==> config.mk <==
export PLATFORM = sky130hd
export DESIGN_NAME = elephant_pstep2_inv
export DESIGN_NICKNAME = d
export VERILOG_FILES = /design/src/rtl/elephant_pkg.sv /design/src/rtl/elephant_pstep2_inv_step.sv /design/src/rtl/elephant_pstep2_inv.sv
export SDC_FILE = /design/constraint.sdc
export NUM_CORES = 1
export LEC_CHECK = 0
export CORE_MARGIN = 2
export CORE_UTILIZATION = 30
export DETAILED_ROUTE_END_ITERATION = 8
export HOLD_SLACK_MARGIN = 0.06
export SLEW_MARGIN = 20
export SYNTH_ARGS = -nofsm -noshare
export SYNTH_HDL_FRONTEND = slang
export SYNTH_HIERARCHICAL = 1
export SYNTH_SLANG_ARGS = --single-unit
==> constraint.sdc <==
create_clock -name g_clk -period 5.9 [get_ports g_clk]
set_input_delay 1.77 -clock g_clk [delete_from_list [all_inputs] [get_ports g_clk]]
set_output_delay 1.77 -clock g_clk [all_outputs]
set_load 0.02 [all_outputs]
### Sizing map

Scale bar: 50 um.
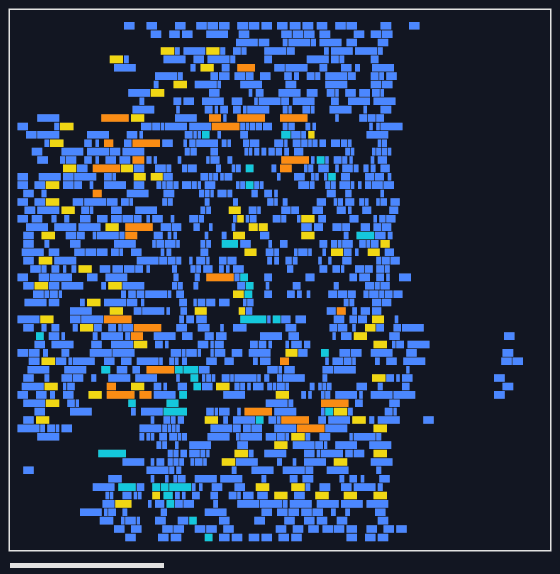
- orange: _6 and larger (cells 29; most used clkbuf_16)
- blue: _0 and _1 cells (cells 983; most used clkdlybuf4s50_1)
- yellow: _2 cells (cells 74; most used a211oi_2)
- cyan: _3 and _4 cells (cells 35; most used buf_4)
Signal buffers: 161
fin area: 10900 um^2

### Pin placement

Pins as bars across the die edge, other pins in gray.
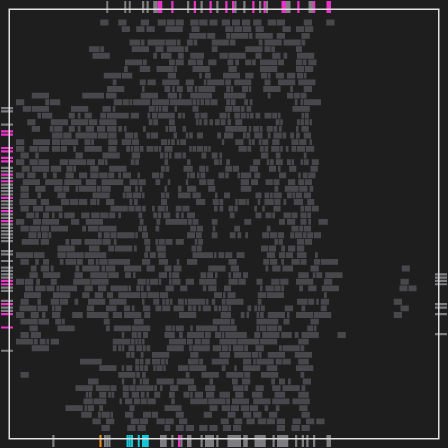
- orange: `out_valid` (pins 1; direction output; edge south)
- cyan: `in_mask` (pins 7; direction input; edge south)
- magenta: `in_y` (pins 32; direction input; edge 16 west, 15 north, 1 south)
- all pins by edge: 51 south, 50 west, 33 north, 8 east
Chip Height: 175 um
Die X: 175 um
port buffer count: 141

### Clock wires, drivers and flops

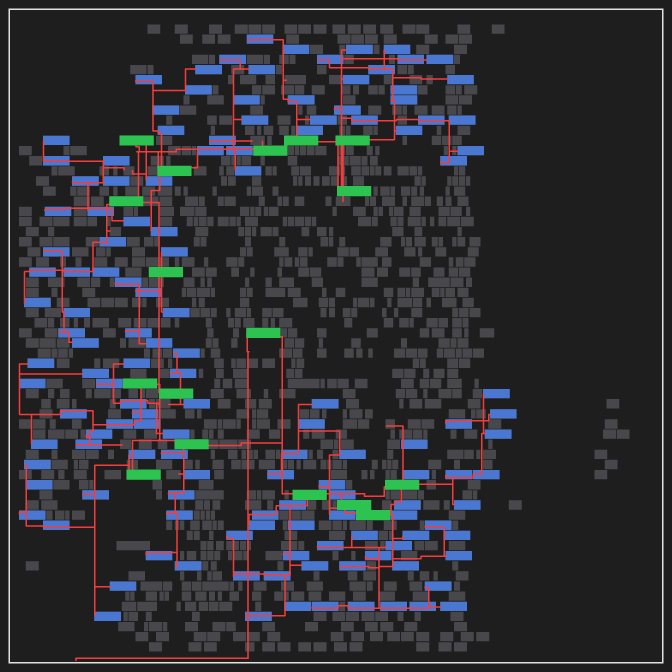
- blue: flip-flops (count 137)
- red: clock wires (length 1870 um)
- green: clock drivers (count 17)
- routed clock nets: 18
clock skew: 0.0133 ns
clk_lat worst skew: 0.43 ns

### Metal 4

Scale bar: 50 um.
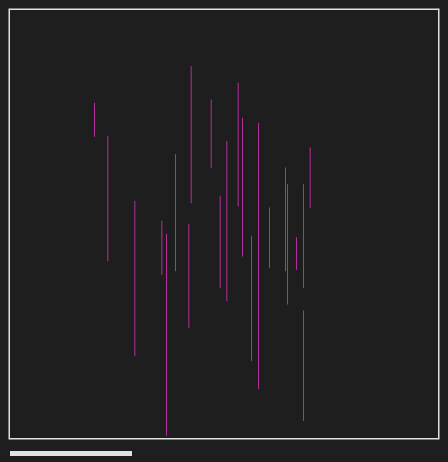
- wire length on this layer: 1010 um
- nets with wire on the layer: 20
- longest straight run: 109 um
- share of all routed wire: 3.2%
final wirelength: 31700 um
via count: 8614

### Clock routing

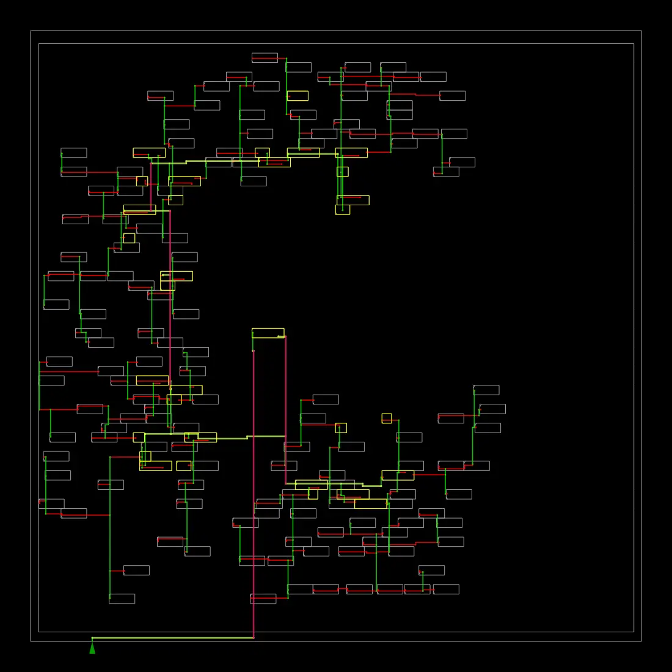
clock sink total: 137
CTS Buf Count: 17

==> results.toml <==
# physical design summary
[run_status]
status = "finished, final reports clean"

[synthesis]
top_area_cell = "dfxtp_1"
topCellsByArea = "dfxtp_1 31%, mux2i_1 9.6%, a211oi_2 7.3%"
ys_ff = 137
avgSynthCellArea_um2 = 8.52
ys.flop_type = "dfxtp_1"
adder_share_pct = 0.570
top_cells_by_count = "137 x dfxtp_1, 118 x nor2_1, 106 x a21oi_1"
edf_count = 0
topCombFamilyByArea = "AND-OR/OR-AND gates"
ys_sh_simple_pct = 11.8

[placement]
dp_worst_setup_slack_ns = 1.15
dp.cells = 1473

[critical_path]
start_kind = "register"
endpoint_kind = "register"
critPathKind = "reg -> reg"
worstPathRequired_ns = 6.23

[sta]
whs_ns = 0.499
finalClockPeriodUsage_pct = 81.3
worst_pin_slew_ns = 1.10
clock.fmax_mhz = 209
fin_crit_ns = 4.80

[floorplanning]
initCoreUtil_pct = 30.5
tapCellCount = 384

[cells_and_area]
area_delta_synth_final_pct = 24.1
final_cell_mix = "140 x clkdlybuf4s50_1, 137 x dfxtp_1, 117 x nor2_1"
nClkBuffers = 17
fillers = 2939
dominant_cells = "logic gates"
seq_share_pct = 25.2
logic_area_um2 = 5480
nNetsFinal = 1187

[hold_path]
hold_depth = 2
hold_class = "reg -> reg"

[route]
top_layer_used = "met4"
first_pass_iters = 7
vias_per_cell = 5.72
met1_length_um = 13800

[grt]
grt_pass1_vias = 8215
grt_usage_pct = 20.3
grt_use_met3_pct = 4.48
grtUsageMet1_pct = 26.2
grt_pass1_wl_um = 48700
grt_overflow = 0

[clocking]
clockBufferDepth = 2
clkSlewWorstSetupHoldPaths_ns = 0.06
post-cts-setup-buffer-count = 0
cts_max_level = 4
clockRootBuffer = "clkbuf_16"
==> critical path: stages (launching register included) <==
cell      delay (ns)
dfxtp_1         0.42
inv_1           0.07
a21oi_1         0.14
nor2_1          0.06
nor2_1          0.19
nor2_4          0.07
nor2b_4         0.39
inv_6           0.18
ha_1            0.46
o21ba_2         0.17
o21ai_0         0.08
buf_4           0.23
a222oi_1        0.97
a21oi_1         0.24
xnor2_1         0.24
nand2_1         0.13
xnor2_1         0.25
mux2i_1         0.15
a211oi_1        0.25
